**Pin map**

Scale: 1 px per um. Pins as bars across the die edge, other pins in gray.
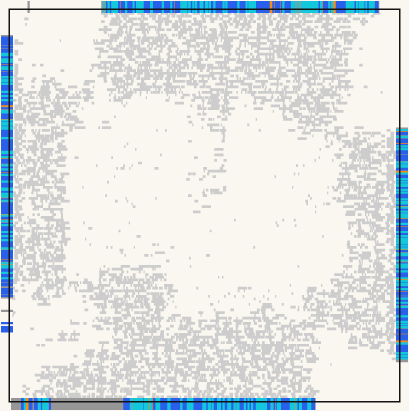
**Clock wiring as the flow saved it**

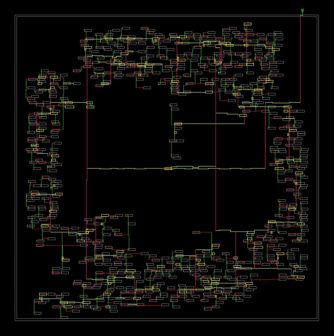
**The metal 3 layer**

Scale: 1 px per um. Cells faint in the background.
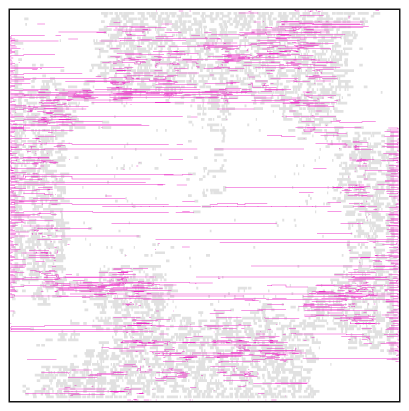
**Metal 4**

Scale: 1 px per um. Supply wires on this layer in gray. Cells faint in the background.
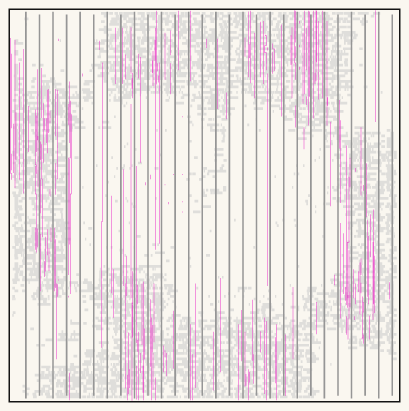
==> src/rtl/pmem_line_arbiter.sv <==
// pmem_line_arbiter: N-port cache-line arbiter with line-to-beat burst adaptor for one memory bus.
// Latency: burst starts the cycle after a request is seen in IDLE, resp pulses one cycle after the last beat.
// Backpressure: beats advance only on mem_resp; waiting ports hold their request until their req_resp.
module pmem_line_arbiter #(
    parameter int NUM_PORTS = 2,
    parameter int LINE_BITS = 256,
    parameter int BUS_BITS  = 64,
    parameter int ADDR_BITS = 32,
    parameter int PRIO_MODE = 0
) (
    input  logic                           clk,
    input  logic                           rst,
    input  logic [NUM_PORTS-1:0]           req_read,
    input  logic [NUM_PORTS-1:0]           req_write,
    input  logic [NUM_PORTS*ADDR_BITS-1:0] req_addr,
    input  logic [NUM_PORTS*LINE_BITS-1:0] req_wdata,
    output logic [LINE_BITS-1:0]           req_rdata,
    output logic [NUM_PORTS-1:0]           req_resp,
    output logic                           mem_read,
    output logic                           mem_write,
    output logic [ADDR_BITS-1:0]           mem_addr,
    output logic [BUS_BITS-1:0]            mem_wdata,
    input  logic [BUS_BITS-1:0]            mem_rdata,
    input  logic                           mem_resp
);

    localparam int BEATS    = LINE_BITS / BUS_BITS;
    localparam int CNT_W    = (BEATS > 1) ? $clog2(BEATS) : 1;
    localparam int IDX_W    = $clog2(NUM_PORTS);
    localparam int OFF_BITS = $clog2(LINE_BITS / 8);

    localparam logic [ADDR_BITS-1:0] ADDR_MASK = {ADDR_BITS{1'b1}} << OFF_BITS;
    localparam logic [CNT_W-1:0]     LAST_BEAT = CNT_W'(BEATS - 1);
    localparam logic [IDX_W-1:0]     LAST_PORT = IDX_W'(NUM_PORTS - 1);
    localparam logic [IDX_W:0]       NP_W      = (IDX_W + 1)'(NUM_PORTS);

    typedef enum logic [1:0] {
        IDLE  = 2'd0,
        BURST = 2'd1,
        DONE  = 2'd2
    } state_t;

    state_t               state;
    logic [CNT_W-1:0]     cnt;
    logic [IDX_W-1:0]     rr_ptr;
    logic [IDX_W-1:0]     grant;
    logic                 is_write;
    // Holds the write line during write bursts and the partially assembled line during reads.
    logic [LINE_BITS-1:0] line_buf;

    logic [NUM_PORTS-1:0] pending;
    logic [IDX_W-1:0]     scan_base;
    logic [IDX_W-1:0]     sel;
    logic [IDX_W:0]       idx;
    logic                 found;
    logic [LINE_BITS-1:0] asm_line;
    logic [CNT_W-1:0]     nxt;
    logic                 last_beat;

    assign pending   = req_read | req_write;
    assign scan_base = (PRIO_MODE == 1) ? '0 : rr_ptr;
    assign nxt       = cnt + 1'b1;
    assign last_beat = (cnt == LAST_BEAT);

    // First requesting port scanning upward from scan_base, wrapping modulo NUM_PORTS.
    always_comb begin
        sel   = scan_base;
        found = 1'b0;
        idx   = '0;
        for (int k = 0; k < NUM_PORTS; k++) begin
            idx = {1'b0, scan_base} + (IDX_W + 1)'(k);
            if (idx >= NP_W) begin
                idx = idx - NP_W;
            end
            if (!found && pending[idx[IDX_W-1:0]]) begin
                found = 1'b1;
                sel   = idx[IDX_W-1:0];
            end
        end
    end

    // Line buffer with the incoming beat merged into the current slot.
    always_comb begin
        asm_line = line_buf;
        asm_line[cnt*BUS_BITS +: BUS_BITS] = mem_rdata;
    end

    // Arbitration / burst FSM with registered bus and response outputs.
    always_ff @(posedge clk or negedge rst) begin
        if (!rst) begin
            state     <= IDLE;
            cnt       <= '0;
            rr_ptr    <= '0;
            grant     <= '0;
            is_write  <= 1'b0;
            line_buf  <= '0;
            req_rdata <= '0;
            req_resp  <= '0;
            mem_read  <= 1'b0;
            mem_write <= 1'b0;
            mem_addr  <= '0;
            mem_wdata <= '0;
        end else begin
            case (state)
                IDLE: begin
                    if (|pending) begin
                        state     <= BURST;
                        grant     <= sel;
                        is_write  <= req_write[sel];
                        cnt       <= '0;
                        mem_addr  <= req_addr[sel*ADDR_BITS +: ADDR_BITS] & ADDR_MASK;
                        line_buf  <= req_wdata[sel*LINE_BITS +: LINE_BITS];
                        mem_wdata <= req_wdata[sel*LINE_BITS +: BUS_BITS];
                        mem_read  <= ~req_write[sel];
                        mem_write <= req_write[sel];
                    end
                end
                BURST: begin
                    if (mem_resp) begin
                        if (is_write) begin
                            if (!last_beat) begin
                                mem_wdata <= line_buf[nxt*BUS_BITS +: BUS_BITS];
                            end
                        end else begin
                            line_buf <= asm_line;
                        end
                        if (last_beat) begin
                            state     <= DONE;
                            mem_read  <= 1'b0;
                            mem_write <= 1'b0;
                            req_resp  <= NUM_PORTS'(1) << grant;
                            if (!is_write) begin
                                req_rdata <= asm_line;
                            end
                        end else begin
                            cnt <= nxt;
                        end
                    end
                end
                DONE: begin
                    state    <= IDLE;
                    cnt      <= '0;
                    req_resp <= '0;
                    if (PRIO_MODE == 0) begin
                        rr_ptr <= (grant == LAST_PORT) ? '0 : grant + 1'b1;
                    end
                end
                default: begin
                    state <= IDLE;
                end
            endcase
        end
    end

endmodule

==> config.mk <==
export PLATFORM = sky130hd
export DESIGN_NAME = pmem_line_arbiter
export DESIGN_NICKNAME = d
export VERILOG_FILES = /design/src/rtl/pmem_line_arbiter.sv
export SDC_FILE = /design/constraint.sdc
export NUM_CORES = 2
export LEC_CHECK = 0
export CORE_AREA = 2 2 387 389
export DETAILED_ROUTE_END_ITERATION = 10
export DIE_AREA = 0 0 389 391
export GPL_ROUTABILITY_DRIVEN = 0
export GPL_TIMING_DRIVEN = 0
export SLEW_MARGIN = 20
export SYNTH_ARGS = -nofsm -noshare
export SYNTH_HDL_FRONTEND = slang
export SYNTH_SLANG_ARGS = --single-unit
==> constraint.sdc <==
create_clock -name clk -period 4 [get_ports clk]
set_input_delay 0.8 -clock clk [delete_from_list [all_inputs] [get_ports clk]]
set_output_delay 0.8 -clock clk [all_outputs]
set_load 0.01 [all_outputs]
==> changes_impl.md <==
### Implementation results

- Pwr/cell area: 855 mW/mm2
- Status: completed
- Detailed Route WL: between 200000 and 250000 um
- Worst Setup SP: cnt[0]
- Most Frequent Cell on Critical Path: buf_4
- Maxcap violations: 0
- R2r startpoint: cnt[0]
- RSZ-0062 raised after global routing: no
- GR Util met2: 0.417
- Req. time, crit path: roughly 4.6 ns
- Post-DRT Antenna Nets: 0
- Commonest flop: dfrtp_1
- Setup Fix Bufs, Post-CTS: 4
- Design area: 0.0471 mm2
- Switch share: 0.446
- Worst path cell trace: buf_4 > buf_4 > buf_6 > inv_1 > ha_1 > buf_2 > nor3_1 > buf_4 > clkbuf_1 > a21oi_1 > o21ai_0
- Top routing layer in use: met5
- Worst path buffer plus inverter count: 7
- R2R Setup Slk: 0.12 ns
- Htree depth: 3
- IO Pins: 1003
- DR pass1 iterations: 6
- Highest-power group: combinational logic
- CTS tree: yes
- Clock Power Share: 0.182
- Yosys adder share: 0.00300
- Slew HR: 0.192
- Logic pwr share: 0.534
- Power Total: between 0.04 and 0.05 W
- Critical path's slowest cell: clkbuf_1
- Setup Viol. Count Final: 0
- Comb pwr: 0.0215 W
- P&R area growth vs syn: 46.7%
- Pre-CTS setup slack: -1.04 ns
- Register share after synthesis: 0.479
- Largest stage delay on the critical path: 0.63 ns
- Worst Path Arrival: between 4 and 5 ns
- LEAKAGE: 19.2 nW
- Final #Nets: roughly 5000
- Crit. End Element: flop
- Top cell area share: 0.479
Back to the opening pictures, 'pin map':
Cyan shows req_rdata, pins 256, direction output, edge 87 top, 68 bottom, 54 right, 47 left. Magenta shows mem_resp, pins 1, direction input, edge bottom. Orange shows mem_wdata, pins 64, direction output, edge 24 top, 18 bottom, 12 right, 10 left. Blue shows req_wdata, pins 512, direction input, edge 167 top, 127 bottom, 125 left, 93 right.
die x size: 389 um
Buffers on Ports: 924
Die Y: 391 um

Back to the opening pictures, 'clock wiring as the flow saved it':
clock sinks: 614
clock buffers: 110

Back to the opening pictures, 'the metal 3 layer':
980 nets have wire on it. The layer holds 11% of the routed length. The wires run mostly horizontal.
via count: 34300
routing usage on met3: 0.0885

Back to the opening pictures, 'metal 4':
The layer carries 10900 um of wire. The longest straight run is 222 um. The wires run mostly vertical. 172 nets have wire on it. The layer holds 5.2% of the routed length.

[area by class of cell]
cell class	count	area, um2	share of cell area
timing repair buffer	947	9740	0.207
buffer	390	1840	0.0391
sequential	614	15400	0.326
clock inverter	23	377	0.00800
inverter	9	33.8	0.000717
tap	1944	2430	0.0516
antenna	31	77.6	0.00165
clock buffer	110	2200	0.0467
multi-input combinational	2304	15000	0.319
[registers in the layout, indices dropped and copies added (netlist names)]
name,cells
line_buf,256
req_rdata,256
mem_wdata,64
mem_addr,27
cnt,2
req_resp,2
state,2
grant,1
is_write,1
mem_read,1
mem_write,1
rr_ptr,1
No activity file was given, so power comes from the tool's default toggle rates.
